==> config.mk <==
export PLATFORM = sky130hd
export DESIGN_NAME = fan_coeff_loader
export DESIGN_NICKNAME = d
export VERILOG_FILES = /design/src/rtl/fan_cfg_pkg.sv /design/src/rtl/cfg_sync_edge.sv /design/src/rtl/fan_coeff_loader.sv
export SDC_FILE = /design/constraint.sdc
export NUM_CORES = 1
export LEC_CHECK = 0
export CAP_MARGIN = 20
export CORE_ASPECT_RATIO = 1.4
export CORE_UTILIZATION = 39
export DETAILED_ROUTE_END_ITERATION = 16
export SLEW_MARGIN = 20
export SYNTH_ARGS = -nofsm -noshare
export SYNTH_HDL_FRONTEND = slang
export SYNTH_SLANG_ARGS = --single-unit
==> constraint.sdc <==
create_clock -name clk_i -period 3.72 [get_ports clk_i]
set_input_delay 1.116 -clock clk_i [delete_from_list [all_inputs] [get_ports clk_i]]
set_output_delay 1.116 -clock clk_i [all_outputs]
set_load 0.05 [all_outputs]
==> src/rtl/fan_cfg_pkg.sv <==
// Shared constants and types for the fan coefficient loader.
//   FRAME_LEN   - serial frame length in bits for the default field widths
//                 ({addr[3:0], data[7:0]})
//   ADDR_*      - address map of the configuration frame
//   cfg_state_e - frame/commit controller states
package fan_cfg_pkg;

  localparam int FRAME_LEN = 12;

  localparam logic [3:0] ADDR_B2     = 4'h0;
  localparam logic [3:0] ADDR_B1     = 4'h1;
  localparam logic [3:0] ADDR_B0     = 4'h2;
  localparam logic [3:0] ADDR_A1     = 4'h3;
  localparam logic [3:0] ADDR_A0     = 4'h4;
  localparam logic [3:0] ADDR_PERIOD = 4'h5;
  localparam logic [3:0] ADDR_MIN    = 4'h6;
  localparam logic [3:0] ADDR_COMMIT = 4'hF;

  typedef enum logic [1:0] {
    ST_IDLE   = 2'd0,
    ST_SHIFT  = 2'd1,
    ST_DECODE = 2'd2,
    ST_PEND   = 2'd3
  } cfg_state_e;

endpackage

==> src/rtl/cfg_sync_edge.sv <==
// Two-flop synchroniser with edge detection for one asynchronous input.
//   clk_i   - system clock
//   rstn_i  - asynchronous active-low reset
//   din_i   - asynchronous input pin
//   level_o - synchronised level (stage 2)
//   rise_o  - one-cycle pulse on a synchronised rising edge
//   fall_o  - one-cycle pulse on a synchronised falling edge
// Every serial input uses its own instance, so all three see the same delay.
module cfg_sync_edge (
  input  logic clk_i,
  input  logic rstn_i,
  input  logic din_i,
  output logic level_o,
  output logic rise_o,
  output logic fall_o
);

  logic s1, s2, s3;

  always_ff @(posedge clk_i or negedge rstn_i) begin
    if (!rstn_i) begin
      s1 <= 1'b0;
      s2 <= 1'b0;
      s3 <= 1'b0;
    end else begin
      s1 <= din_i;
      s2 <= s1;
      s3 <= s2;
    end
  end

  assign level_o = s2;
  assign rise_o  = s2 & ~s3;
  assign fall_o  = ~s2 & s3;

endmodule

==> src/rtl/fan_coeff_loader.sv <==
// Run-time configuration controller for the fan PI datapath.
// Addressed frames arrive over a 3-wire serial link (sclk/sdata/load) and
// land in shadow registers; a commit frame arms a copy of the whole shadow
// set to the active outputs, performed right after the next PID tick.
//   clk_i, rstn_i          - system clock, asynchronous active-low reset
//   cfg_sclk_i             - serial clock (data taken on its rising edge)
//   cfg_sdata_i            - serial data, MSB first
//   cfg_load_i             - frame enable, high for one whole frame
//   pid_tick_i             - one-cycle PID sample boundary pulse
//   b2_o..a0_o             - active signed coefficients (raw two's complement)
//   pwm_period_o/pwm_min_o - active PWM period / minimum counter values
//   busy_o                 - commit pending
//   cfg_err_o              - one-cycle pulse on a rejected frame or commit
//   cfg_done_o             - one-cycle pulse when the active set updates
module fan_coeff_loader
  import fan_cfg_pkg::*;
#(
  parameter int ADC_BITWIDTH = 4,
  parameter int COEF_WIDTH   = 8,
  parameter int ADDR_WIDTH   = 4,
  parameter int DEF_B2       = 94,
  parameter int DEF_B1       = -93,
  parameter int DEF_B0       = 0,
  parameter int DEF_A1       = -64,
  parameter int DEF_A0       = 0,
  parameter int DEF_PERIOD   = 18,
  parameter int DEF_MIN      = 3
) (
  input  logic                    clk_i,
  input  logic                    rstn_i,
  input  logic                    cfg_sclk_i,
  input  logic                    cfg_sdata_i,
  input  logic                    cfg_load_i,
  input  logic                    pid_tick_i,
  output logic [COEF_WIDTH-1:0]   b2_o,
  output logic [COEF_WIDTH-1:0]   b1_o,
  output logic [COEF_WIDTH-1:0]   b0_o,
  output logic [COEF_WIDTH-1:0]   a1_o,
  output logic [COEF_WIDTH-1:0]   a0_o,
  output logic [ADC_BITWIDTH:0]   pwm_period_o,
  output logic [ADC_BITWIDTH-1:0] pwm_min_o,
  output logic                    busy_o,
  output logic                    cfg_err_o,
  output logic                    cfg_done_o
);

  localparam int FLEN = ADDR_WIDTH + COEF_WIDTH;
  localparam int CW   = $clog2(FLEN + 1);
  localparam int PW   = ADC_BITWIDTH + 1;
  localparam int MW   = ADC_BITWIDTH;

  localparam logic [COEF_WIDTH-1:0] RST_B2  = COEF_WIDTH'(DEF_B2);
  localparam logic [COEF_WIDTH-1:0] RST_B1  = COEF_WIDTH'(DEF_B1);
  localparam logic [COEF_WIDTH-1:0] RST_B0  = COEF_WIDTH'(DEF_B0);
  localparam logic [COEF_WIDTH-1:0] RST_A1  = COEF_WIDTH'(DEF_A1);
  localparam logic [COEF_WIDTH-1:0] RST_A0  = COEF_WIDTH'(DEF_A0);
  localparam logic [PW-1:0]         RST_PER = PW'(DEF_PERIOD);
  localparam logic [MW-1:0]         RST_MIN = MW'(DEF_MIN);

  // Synchronised serial inputs
  logic sclk_lvl, sclk_rise, sclk_fall;
  logic sdata_lvl, sdata_rise, sdata_fall;
  logic load_lvl, load_rise, load_fall;

  cfg_sync_edge u_sync_sclk (
    .clk_i  (clk_i),
    .rstn_i (rstn_i),
    .din_i  (cfg_sclk_i),
    .level_o(sclk_lvl),
    .rise_o (sclk_rise),
    .fall_o (sclk_fall)
  );

  cfg_sync_edge u_sync_sdata (
    .clk_i  (clk_i),
    .rstn_i (rstn_i),
    .din_i  (cfg_sdata_i),
    .level_o(sdata_lvl),
    .rise_o (sdata_rise),
    .fall_o (sdata_fall)
  );

  cfg_sync_edge u_sync_load (
    .clk_i  (clk_i),
    .rstn_i (rstn_i),
    .din_i  (cfg_load_i),
    .level_o(load_lvl),
    .rise_o (load_rise),
    .fall_o (load_fall)
  );

  logic unused_edges;
  assign unused_edges = ^{sclk_lvl, sclk_fall, sdata_rise, sdata_fall, load_lvl};

  // Frame assembly and shadow set
  cfg_state_e              state;
  logic [FLEN-1:0]         shreg;
  logic [CW-1:0]           cnt;
  logic                    overrun;
  logic [COEF_WIDTH-1:0]   sh_b2, sh_b1, sh_b0, sh_a1, sh_a0;
  logic [PW-1:0]           sh_per;
  logic [MW-1:0]           sh_min;

  logic [ADDR_WIDTH-1:0]   frm_addr;
  logic [COEF_WIDTH-1:0]   frm_data;
  logic                    frm_bad;
  logic                    min_ge_per;

  assign frm_addr   = shreg[FLEN-1 -: ADDR_WIDTH];
  assign frm_data   = shreg[COEF_WIDTH-1:0];
  assign frm_bad    = (cnt != CW'(FLEN)) || overrun;
  assign min_ge_per = ({1'b0, sh_min} >= sh_per);

  // busy_o is kept apart from the state so a frame arriving while a commit
  // is pending can still walk SHIFT/DECODE for framing and then fall back
  // to PEND; the shadow set is never written while busy_o is high.
  always_ff @(posedge clk_i or negedge rstn_i) begin
    if (!rstn_i) begin
      state        <= ST_IDLE;
      shreg        <= '0;
      cnt          <= '0;
      overrun      <= 1'b0;
      sh_b2        <= RST_B2;
      sh_b1        <= RST_B1;
      sh_b0        <= RST_B0;
      sh_a1        <= RST_A1;
      sh_a0        <= RST_A0;
      sh_per       <= RST_PER;
      sh_min       <= RST_MIN;
      b2_o         <= RST_B2;
      b1_o         <= RST_B1;
      b0_o         <= RST_B0;
      a1_o         <= RST_A1;
      a0_o         <= RST_A0;
      pwm_period_o <= RST_PER;
      pwm_min_o    <= RST_MIN;
      busy_o       <= 1'b0;
      cfg_err_o    <= 1'b0;
      cfg_done_o   <= 1'b0;
    end else begin
      cfg_err_o  <= 1'b0;
      cfg_done_o <= 1'b0;

      unique case (state)
        ST_IDLE: begin
          if (load_rise) begin
            state   <= ST_SHIFT;
            cnt     <= '0;
            overrun <= 1'b0;
          end
        end

        ST_PEND: begin
          if (pid_tick_i) begin
            b2_o         <= sh_b2;
            b1_o         <= sh_b1;
            b0_o         <= sh_b0;
            a1_o         <= sh_a1;
            a0_o         <= sh_a0;
            pwm_period_o <= sh_per;
            pwm_min_o    <= sh_min;
            cfg_done_o   <= 1'b1;
            busy_o       <= 1'b0;
          end
          // A frame starting in the same cycle as the tick is not lost.
          if (load_rise) begin
            state   <= ST_SHIFT;
            cnt     <= '0;
            overrun <= 1'b0;
          end else if (pid_tick_i) begin
            state <= ST_IDLE;
          end
        end

        ST_SHIFT: begin
          if (sclk_rise) begin
            if (cnt == CW'(FLEN)) begin
              overrun <= 1'b1;
            end else begin
              shreg <= {shreg[FLEN-2:0], sdata_lvl};
              cnt   <= cnt + CW'(1);
            end
          end
          if (load_fall) begin
            state <= ST_DECODE;
          end
        end

        ST_DECODE: begin
          state <= busy_o ? ST_PEND : ST_IDLE;
          if (frm_bad || busy_o) begin
            cfg_err_o <= 1'b1;
          end else begin
            case (frm_addr)
              ADDR_WIDTH'(ADDR_B2):     sh_b2  <= frm_data;
              ADDR_WIDTH'(ADDR_B1):     sh_b1  <= frm_data;
              ADDR_WIDTH'(ADDR_B0):     sh_b0  <= frm_data;
              ADDR_WIDTH'(ADDR_A1):     sh_a1  <= frm_data;
              ADDR_WIDTH'(ADDR_A0):     sh_a0  <= frm_data;
              ADDR_WIDTH'(ADDR_PERIOD): sh_per <= frm_data[PW-1:0];
              ADDR_WIDTH'(ADDR_MIN):    sh_min <= frm_data[MW-1:0];
              ADDR_WIDTH'(ADDR_COMMIT): begin
                if (min_ge_per) begin
                  cfg_err_o <= 1'b1;
                end else begin
                  busy_o <= 1'b1;
                  state  <= ST_PEND;
                end
              end
              default: cfg_err_o <= 1'b1;
            endcase
          end
        end

        default: state <= ST_IDLE;
      endcase
    end
  end

endmodule
**Run 1: congestion heat map**

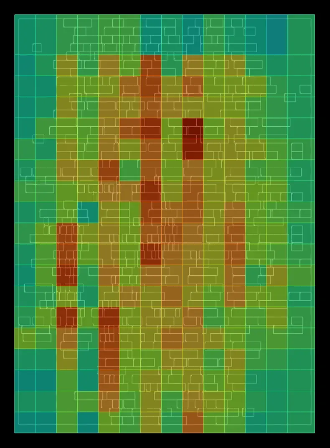
DR WL/cell: 16.4 um
GRT met1 Usage: 0.187
GRT Resource Usage Total: 0.160
GRT met2 Usage: 0.282

**Run 1: cells by drive strength**

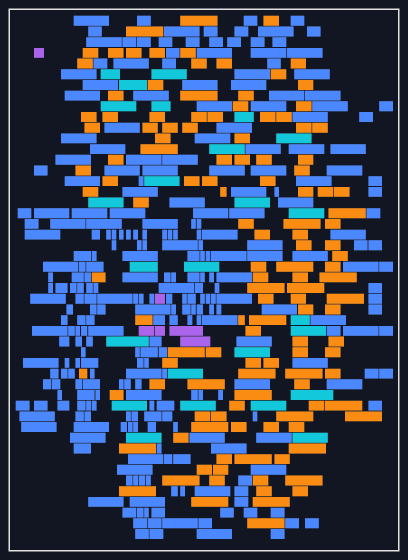
legend:
  _0 and _1 cells:
    colour: blue
    cells: 287
  _3 and _4 cells:
    colour: purple
    cells: 6
  _6 and larger:
    colour: cyan
    cells: 25
  _2 cells:
    colour: orange
    cells: 127

**Run 1: clock network drawn from the DEF**

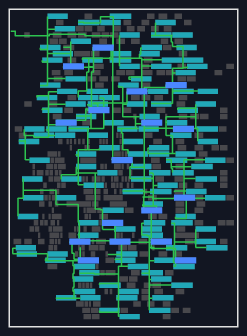
legend:
  flip-flops:
    colour: cyan
    count: 128
  clock drivers:
    colour: blue
    count: 17
  clock wires:
    colour: green
    length: 1550 um
routed clock nets: 18

**Run 1: gate families picked out**

Scale bar: 20 um.
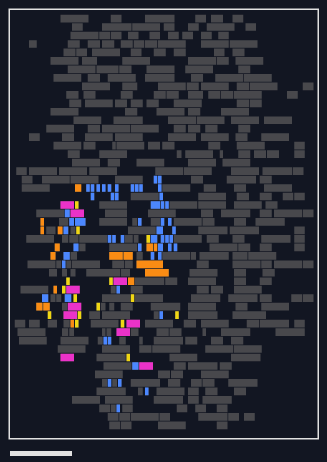
legend:
  inv cells:
    colour: yellow
    cells: 15
    most_used: inv_1
  fa/ha/maj cells:
    colour: magenta
    cells: 10
    most_used: ha_1
  nor cells:
    colour: orange
    cells: 17
    where: west
  nand cells:
    colour: blue
    cells: 55
    most_used: nand2_1

==> flow_summary.ini, run 1 <==
; generated from flow reports
[outcome]
status = completed

[cts]
clk_pin_slew_worst_paths_ns = 0.05
cts_tree = yes
clock_latency_ns = 0.41
numCtsBuffers = 17
cts_resized = 0

[power]
p_int_mw = 2.68
pg_comb_mw = 0.442
seq_power_mw = 1.60

[layout]
clk_share = 0.0896
seq_share = 0.503
layout.nets = 449

[final_timing]
slew_viol_final = 0
setup_viol = 0
setup_slack_ns = 0.867

[drt]
met2RoutedLength_mm = 5.31
vias = 3041
drc = 0
drt-met1-wl_mm = 4.03
ant_nets = 0

[setup_path]
cp_slowest_cell = clkdlybuf4s50_1
rr_worst_depth = 6
crit_cells = 1
slowest_delay_ns = 0.80
cp_cell_sequence = clkdlybuf4s50_1

[logic_synthesis]
synth_nets = 384
netlist_area_um2 = 5110
simple_gate_share = 0.0796
synth-adder-area-share = 0.0245
yosysChipArea_um2 = 5110
top_logic_kind = multiplexers

[global_route]
grt_max_degree = 66

[die]
fp-utilization = 0.398
rows = 49

[placement]
place_hpwl_mm = 6.54
gp_congestion = 0.794

[min_path]
hold_class = flop to flop
==> run 1: synthesized netlist by cell type <==
master    number
nor4b_1        1
and4_1         1
nand3_2        1
o221ai_1       1
xnor2_1        1
inv_1         15
and3_1         3
o221a_2        1
nor3_1         3
nor4_2         1
nor4b_4        1
o311ai_0       1
nand3_1        5
clkbuf_1      13
or4_4          1
mux2_2        90
dfrtp_1       98
a21o_1         2
dfstp_2       30
nand2b_1       3
buf_2          1
nor2_1         5
a21bo_2        1
nand4b_1       1
nor2b_1        5
xor2_1         1
a31oi_1        4
a22o_1         1
a21oi_1        4
nand2_1       43
nor4_4         1
o21ai_0       17
ha_1          10
nand4_1        2
**Run 1: met3 routing**

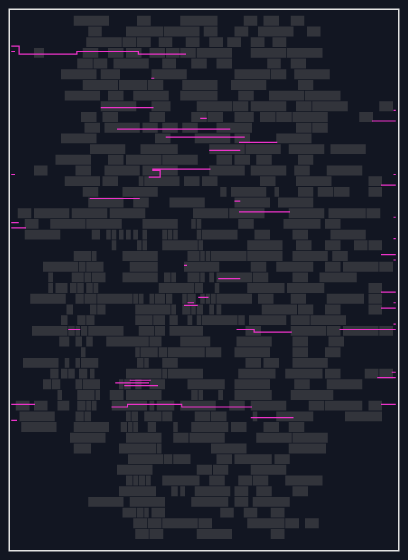

==> run 1 -> run 2 <==
==> constraint.sdc (replaced) <==
create_clock -name clk_i -period 2.6 [get_ports clk_i]
set_input_delay 0.78 -clock clk_i [delete_from_list [all_inputs] [get_ports clk_i]]
set_output_delay 0.78 -clock clk_i [all_outputs]
set_load 0.05 [all_outputs]
**Run 2: met3 routing**

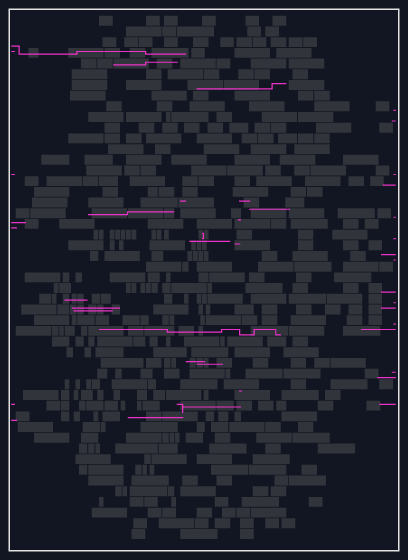
wire length on this layer: 300 um
main direction: horizontal

**Run 2: congestion heat map**

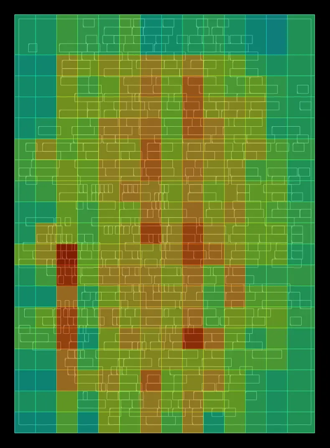
GRT met1 Usage: 0.193
GR peak layer: met2
GRT Resource Usage Total: 0.160
GRT met2 Usage: 0.268

==> run 2 against run 1 <==
  * Wire length is 0.34% lower
  * Non-clock buffer count grew 5
  * Sequential share of layout area fell by 0.73 points
  * Synthesized area is the same
  * Core utilization rose by 0.74 points
  * Global-route usage decreased by 0.074 points
  * Largest cell class unchanged
  * Highest routed layer unchanged
==> flow_summary.ini, run 2 <==
; generated from flow reports
[setup_path]
worstSetupPathType = flop to output pin
cp_slowest_cell = clkdlybuf4s50_1
cp_cell_sequence = clkdlybuf4s50_1
crit_family = buffers and inverters
slowest_delay_ns = 0.80
crit_cells = 1

[logic_synthesis]
ff_type = dfrtp_1
yosysChipArea_um2 = 5110
async_reset_ff_frac = 1.00
edf_count = 0
synth_nets = 384
top_cells_by_count = 98 x dfrtp_1, 90 x mux2_2, 43 x nand2_1
most_common_cell = dfrtp_1
top_logic_kind = multiplexers
numSynthFlops = 128
synth-adder-area-share = 0.0245

[final_timing]
setup_slack_ns = 0.0778
setup_viol = 0
slew_viol_final = 0
slew_headroom = 0.582
worst_clock_skew_ns = 0.0107

[layout]
area_delta_synth_final_pct = 28.0
diodes = 0
layout.nets = 454

[outcome]
status = completed

[drt]
ant_nets = 0
wl_per_cell_um = 16.2
drc = 0
met2RoutedLength_mm = 5.19
drt-met1-wl_mm = 4.15

[placement]
place_hpwl_mm = 6.57
post_dp_cell_area_um2 = 5910

[min_path]
hold_class = input port to asynchronous set/reset pin

[power]
p_int_mw = 3.94
seq_power_share = 0.427

[die]
fp-utilization = 0.398
rows = 49

[cts]
clock_latency_ns = 0.41
cts-root-buf = clkbuf_16
ctsHoldBuffers = 0
clk_pin_slew_worst_paths_ns = 0.06
numCtsBuffers = 17
cts_resized = 0

[global_route]
grt_max_degree = 63
**Run 2: clock network drawn from the DEF**

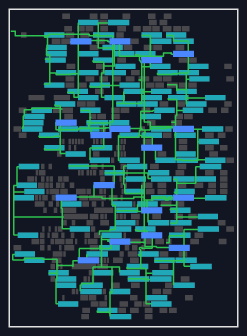
legend:
  clock wires:
    colour: green
    length: 1570 um
  flip-flops:
    colour: cyan
    count: 128
  clock drivers:
    colour: blue
    count: 17
flops lie: widely spread

## run 2: cell counts after synthesis
No cell type changed its count.
## run 2: final cells by class
| type | instances | area (um2) |
|---|---|---|
| clock buffers | 25 | 526 |
| clock inverters | 7 | 96.3 |
| fillers | 1110 | 6280 |
| inverters | 15 | 56.3 |
| multi-input cells | 211 | 1760 |
| flip-flops and latches | 128 | 3240 |
| well taps | 153 | 191 |
| repair buffers | 65 | 666 |
## run 2: power groups by stage
stage,sequential [mW],clock [mW],combinational [mW]
6_report,2.29,2.43,0.644
5_1_grt,2.31,2.59,0.728
4_1_cts,2.30,2.48,0.658
3_5_place_dp,2.33,0,0.657
3_3_place_gp,2.33,0,0.640
2_1_floorplan,2.23,0,0.455
Power figures rest on the tool's default switching activity, not on a simulated workload.
